<file path="src/rtl/elink_trig_scrubber_mc.sv">
// Multi-channel trigger e-link scrubber.
// Keeps one golden word per channel and periodically sweeps every channel.
// Each live word is compared with its golden copy. A mismatch bumps a
// saturating per-channel error counter and raises a ready/valid correction
// request that carries the golden value. A pipelined Wishbone slave gives
// access to the golden words, the counters and the enable bit. The slave
// stalls for the whole sweep, so bus writes never race the counter updates.
module elink_trig_scrubber_mc #(
   parameter int NUM_CH = 4,
   parameter int DATA_W = 10,
   parameter int ADDR_W = 4,
   parameter int CNT_W  = 8,
   parameter int PERIOD = 16
) (
   input  logic                                           clk,
   input  logic                                           rst_n,
   input  logic [ADDR_W-1:0]                              i_wb_addr,
   input  logic                                           i_wb_stb,
   input  logic                                           i_wb_we,
   input  logic [DATA_W-1:0]                              i_wb_data,
   output logic [DATA_W-1:0]                              o_wb_data,
   output logic                                           o_wb_ack,
   output logic                                           o_wb_stall,
   input  logic [NUM_CH*DATA_W-1:0]                       i_live_data,
   output logic                                           o_fix_valid,
   input  logic                                           i_fix_ready,
   output logic [((NUM_CH > 1) ? $clog2(NUM_CH) : 1)-1:0] o_fix_ch,
   output logic [DATA_W-1:0]                              o_fix_data
);

   localparam int CH_W  = (NUM_CH > 1) ? $clog2(NUM_CH) : 1;
   localparam int TMR_W = (PERIOD > 1) ? $clog2(PERIOD) : 1;
   localparam logic [TMR_W-1:0]  TMR_LOAD  = TMR_W'(PERIOD - 1);
   localparam logic [CH_W-1:0]   CH_LAST   = CH_W'(NUM_CH - 1);
   localparam logic [ADDR_W-1:0] CTRL_ADDR = ADDR_W'(2 * NUM_CH);
   localparam logic [CNT_W-1:0]  CNT_MAX   = '1;

   typedef enum logic [1:0] {
      ST_IDLE,
      ST_CMP,
      ST_FIX
   } state_t;

   state_t              state_reg, state_next;
   logic [CH_W-1:0]     ch_reg, ch_next;
   logic [TMR_W-1:0]    timer_reg, timer_next;
   logic                fix_valid_reg, fix_valid_next;
   logic [CH_W-1:0]     fix_ch_reg, fix_ch_next;
   logic [DATA_W-1:0]   fix_data_reg, fix_data_next;
   logic                enable_reg;
   logic                ack_reg;
   logic [DATA_W-1:0]   rdata_reg;

   logic [DATA_W-1:0]   live_arr   [NUM_CH];
   logic [DATA_W-1:0]   golden_arr [NUM_CH];
   logic [CNT_W-1:0]    errcnt_arr [NUM_CH];
   logic [NUM_CH-1:0]   gold_sel;
   logic [NUM_CH-1:0]   cnt_sel;

   logic                wb_accept;
   logic                wb_wr;
   logic [DATA_W-1:0]   rd_data;
   logic [DATA_W-1:0]   live_cur;
   logic [DATA_W-1:0]   golden_cur;
   logic                cnt_inc;

   assign o_wb_stall  = (state_reg != ST_IDLE);
   assign wb_accept   = i_wb_stb & ~o_wb_stall;
   assign wb_wr       = wb_accept & i_wb_we;
   assign o_wb_ack    = ack_reg;
   assign o_wb_data   = rdata_reg;
   assign o_fix_valid = fix_valid_reg;
   assign o_fix_ch    = fix_ch_reg;
   assign o_fix_data  = fix_data_reg;

   // Per-channel storage: golden word, saturating error counter, address decode.
   for (genvar gi = 0; gi < NUM_CH; gi++) begin : g_ch
      logic [DATA_W-1:0] golden_reg;
      logic [CNT_W-1:0]  errcnt_reg;

      assign live_arr[gi]   = i_live_data[gi*DATA_W +: DATA_W];
      assign gold_sel[gi]   = (i_wb_addr == ADDR_W'(gi));
      assign cnt_sel[gi]    = (i_wb_addr == ADDR_W'(NUM_CH + gi));
      assign golden_arr[gi] = golden_reg;
      assign errcnt_arr[gi] = errcnt_reg;

      // Golden word is only ever written from the bus.
      always_ff @(posedge clk or negedge rst_n) begin
         if (!rst_n) begin
            golden_reg <= '0;
         end else if (wb_wr && gold_sel[gi]) begin
            golden_reg <= i_wb_data;
         end
      end

      // Counter bumps on a sweep mismatch and is cleared by any bus write.
      always_ff @(posedge clk or negedge rst_n) begin
         if (!rst_n) begin
            errcnt_reg <= '0;
         end else if (cnt_inc && (ch_reg == CH_W'(gi))) begin
            if (errcnt_reg != CNT_MAX) begin
               errcnt_reg <= errcnt_reg + CNT_W'(1);
            end
         end else if (wb_wr && cnt_sel[gi]) begin
            errcnt_reg <= '0;
         end
      end
   end

   // Select the live and golden words of the channel under comparison.
   always_comb begin
      live_cur   = '0;
      golden_cur = '0;
      for (int i = 0; i < NUM_CH; i++) begin
         if (ch_reg == CH_W'(i)) begin
            live_cur   = live_arr[i];
            golden_cur = golden_arr[i];
         end
      end
   end

   // Bus read mux; unmapped addresses return zero.
   always_comb begin
      rd_data = '0;
      for (int i = 0; i < NUM_CH; i++) begin
         if (gold_sel[i]) rd_data = golden_arr[i];
         if (cnt_sel[i])  rd_data = DATA_W'(errcnt_arr[i]);
      end
      if (i_wb_addr == CTRL_ADDR) rd_data = DATA_W'(enable_reg);
   end

   // Bus response: ack one cycle after acceptance, data zero for writes.
   always_ff @(posedge clk or negedge rst_n) begin
      if (!rst_n) begin
         ack_reg    <= 1'b0;
         rdata_reg  <= '0;
         enable_reg <= 1'b1;
      end else begin
         ack_reg   <= wb_accept;
         rdata_reg <= (wb_accept && !i_wb_we) ? rd_data : '0;
         if (wb_wr && (i_wb_addr == CTRL_ADDR)) begin
            enable_reg <= i_wb_data[0];
         end
      end
   end

   // Sweep FSM state and correction request registers.
   always_ff @(posedge clk or negedge rst_n) begin
      if (!rst_n) begin
         state_reg     <= ST_IDLE;
         ch_reg        <= '0;
         timer_reg     <= TMR_LOAD;
         fix_valid_reg <= 1'b0;
         fix_ch_reg    <= '0;
         fix_data_reg  <= '0;
      end else begin
         state_reg     <= state_next;
         ch_reg        <= ch_next;
         timer_reg     <= timer_next;
         fix_valid_reg <= fix_valid_next;
         fix_ch_reg    <= fix_ch_next;
         fix_data_reg  <= fix_data_next;
      end
   end

   // Sweep FSM next state: idle countdown, per-channel compare, fix handshake.
   always_comb begin
      state_next     = state_reg;
      ch_next        = ch_reg;
      timer_next     = timer_reg;
      fix_valid_next = fix_valid_reg;
      fix_ch_next    = fix_ch_reg;
      fix_data_next  = fix_data_reg;
      cnt_inc        = 1'b0;
      case (state_reg)
         ST_IDLE: begin
            if (enable_reg) begin
               if (timer_reg != '0) begin
                  timer_next = timer_reg - TMR_W'(1);
               end else if (!wb_accept) begin
                  // A request accepted in this cycle pushes the sweep back one cycle.
                  state_next = ST_CMP;
                  ch_next    = '0;
               end
            end
         end
         ST_CMP: begin
            if (live_cur != golden_cur) begin
               cnt_inc        = 1'b1;
               fix_valid_next = 1'b1;
               fix_ch_next    = ch_reg;
               fix_data_next  = golden_cur;
               state_next     = ST_FIX;
            end else if (ch_reg == CH_LAST) begin
               state_next = ST_IDLE;
               timer_next = TMR_LOAD;
            end else begin
               ch_next = ch_reg + CH_W'(1);
            end
         end
         ST_FIX: begin
            if (i_fix_ready) begin
               fix_valid_next = 1'b0;
               if (ch_reg == CH_LAST) begin
                  state_next = ST_IDLE;
                  timer_next = TMR_LOAD;
               end else begin
                  ch_next    = ch_reg + CH_W'(1);
                  state_next = ST_CMP;
               end
            end
         end
         default: begin
            state_next = ST_IDLE;
         end
      endcase
   end

endmodule

</file>
<file path="config.mk">
export PLATFORM = sky130hd
export DESIGN_NAME = elink_trig_scrubber_mc
export DESIGN_NICKNAME = d
export VERILOG_FILES = /design/src/rtl/elink_trig_scrubber_mc.sv
export SDC_FILE = /design/constraint.sdc
export NUM_CORES = 1
export LEC_CHECK = 0
export CORE_AREA = 4 4 117 119
export CTS_BUF_LIST = sky130_fd_sc_hd__clkbuf_16
export CTS_CLUSTER_DIAMETER = 60
export DETAILED_ROUTE_END_ITERATION = 6
export DIE_AREA = 0 0 121 123
export GPL_ROUTABILITY_DRIVEN = 0
export GPL_TIMING_DRIVEN = 0
export PLACE_DENSITY = 0.75
export SLEW_MARGIN = 0
export SYNTH_ARGS = -nofsm -noshare
export SYNTH_HDL_FRONTEND = slang
export SYNTH_SLANG_ARGS = --single-unit
</file>
<file path="constraint.sdc">
create_clock -name clk -period 3.5 [get_ports clk]
set_clock_uncertainty 0.05 [all_clocks]
set_input_delay 1.05 -clock clk [delete_from_list [all_inputs] [get_ports clk]]
set_output_delay 1.05 -clock clk [all_outputs]
set_load 0.005 [all_outputs]
</file>
**Cells by drive strength**

Scale: 4 px per um.
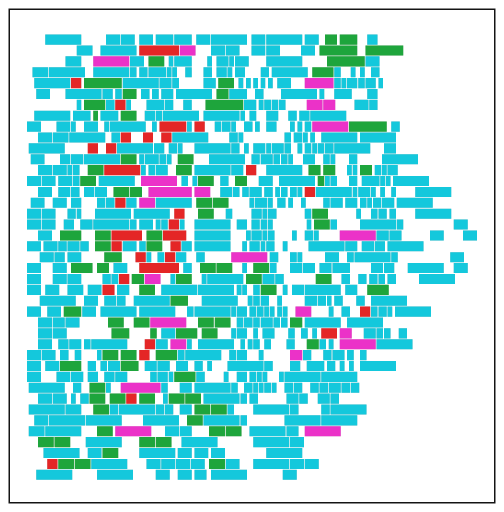
[x3 and x4] red | cells: 31 | share: 4.2% | most used: buf_4
[x1 and smaller] cyan | cells: 588 | share: 80% | most used: dfrtp_1
[x2] green | cells: 91 | share: 12% | most used: mux2_2
[x6 and larger] magenta | cells: 22 | share: 3.0% | most used: clkbuf_16

**Track usage over the die**

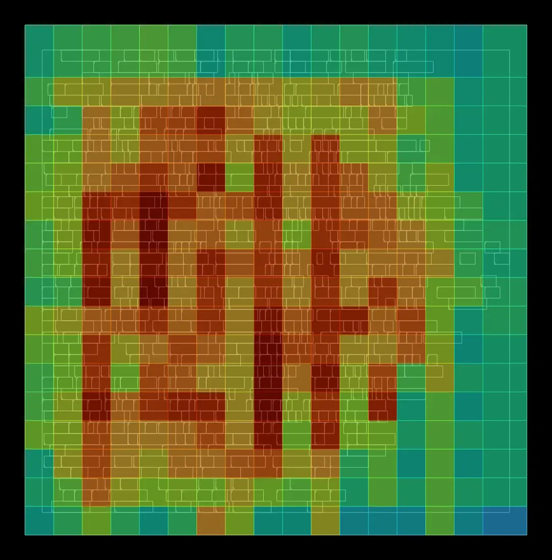
busiest layer in global routing: met2
final core utilization: 0.625

==> deck_impl_summary.md <==
Implementation Results

Run status
  – Status: finished, final reports clean

Layout
  – Most frequent logic cell in the layout: dfrtp_1
  – Commonest cells after routing, fill and taps aside: dfrtp_1 (99), clkdlybuf4s50_1 (80), mux2_2 (55), nor2_1 (40), nand2_1 (37)
  – Nets: 800

Die
  – Initial Utilization: 0.493
  – Die area: 14900 um2
  – I/O pin total: 84
  – Die width: 121 um

Yosys
  – Number of cells in Yosys stat: 625
  – EDFF count, synth: 0
  – Ys Warns: 0
  – Post-synth area hogs: dfrtp_1 (40%), mux2_2 (10%), ha_1 (2.8%)
  – Yosys top cell by instances: dfrtp_1
  – Mapped Nets: 698
  – Commonest cells in the netlist: dfrtp_1 (100), mux2_2 (55), nor2_1 (40)
  – Post-synth cell types: 66

Detailed routing
  – Post-detailed-routing wire length: 19900 um
  – Via count: 5946
  – Post-route DRC: 0
  – Wire per inst: 22.0 um
  – DR vias/cell: 6.58

Hold path
  – Min-Delay Endpoint: o_fix_data[8]
  – Hold Path Origin: o_fix_data[8]
  – Min-delay worst type: flip-flop to flip-flop
  – Hold depth: 1

Worst setup path
  – R2r startpoint: ch_reg[0]
  – Worst Setup Start Kind: primary input
  – Worst R2R End: o_fix_data[7]
  – Critical path origin: i_live_data[39]
  – CP max FO: 8
  – Worst EP required: 3.69 ns

Final timing
  – Slew @ Worst Pin: 1.11 ns
  – Fmax: 292 MHz
  – Setup violators final: 0
  – Fin worst setup slack: 0.0695 ns
  – Fin crit share: 0.980
  – Max-slew violation count: 0

Power and ir drop
  – Clk pwr: 0.00104 W
  – Sequential power share: 0.328
  – Cell internal pwr: 0.00345 W
  – Sw Ratio: 0.411
  – Combinational share of power: 0.494

GRT
  – GRT Resource Usage Total: 0.269
  – Vias in the first global route: 5937

Job
  – MaxCap Viol Count: 0

Clock network
  – Worst-path clk slew: 0.07 ns
  – TritonCTS buffer count: 9
**Metal 3**

Scale: 2 px per um.
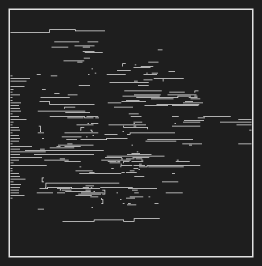
share of all routed wire: 8.6%
longest straight run: 39.1 um
nets with wire on the layer: 173
main direction: horizontal

## cell families (layout without fill, tap and decap cells)
family | count (synthesis) | count (layout) | share of synthesized area
AOI/OAI and AO/OA | 177 | 177 | 0.210
xor gates and xnor gates | 5 | 5 | 0.00706
adders and majority gates | 14 | 14 | 0.0282
buffers and inverters | 60 | 167 | 0.0418
DFF | 105 | 105 | 0.425
muxes | 67 | 67 | 0.121
and+or+nand+nor | 197 | 197 | 0.168
## final cells by class
| cell class | count | area (um2) |
|---|---|---|
| timing repair buffer | 95 | 932 |
| fill | 985 | 4710 |
| clock inverter | 7 | 68.8 |
| sequential | 105 | 2640 |
| inverter | 20 | 75.1 |
| buffer | 36 | 245 |
| multi-input combinational | 460 | 3460 |
| clock buffer | 9 | 225 |
| tap | 172 | 215 |
## repair_timing
item | 4_1_cts | 5_1_grt
setup endpoints to repair | 52 | 56
pin swaps | 6 | 10
resized | 30 | 34
setup buffers | 5 | 6
gates cloned | 1 | 0
## layer usage
metal	GRT usage	routed length (um)
met1	0.351	8070
met2	0.429	9300
met3	0.0517	1710
met4	0.137	819
met5	0	0
## critical path, stage by stage
cell,delay [ns]
clkdlybuf4s50_1,0.46
nor2b_1,0.05
or4_1,0.49
o221ai_2,0.17
o221ai_2,0.15
nor4_4,0.32
buf_4,0.18
a21boi_4,0.10
buf_4,0.16
a21oi_2,0.34
o21ai_0,0.15
## metrics by stage
step / total power, W / cells / hold WS [ns] / TNS [ns]
3_3_place_gp: 0.00425 / 879 / 0.425 / -289.51
4_1_cts: 0.00556 / 901 / 0.446 / 0
5_1_grt: 0.00612 / 904 / 0.463 / -0.197
6_report: 0.00585 / 904 / 0.440 / 0
2_1_floorplan: 0.00346 / 625 / 0.415 / 0
3_5_place_dp: 0.00435 / 880 / 0.429 / -29.68
Power figures rest on the tool's default switching activity, not on a simulated workload.
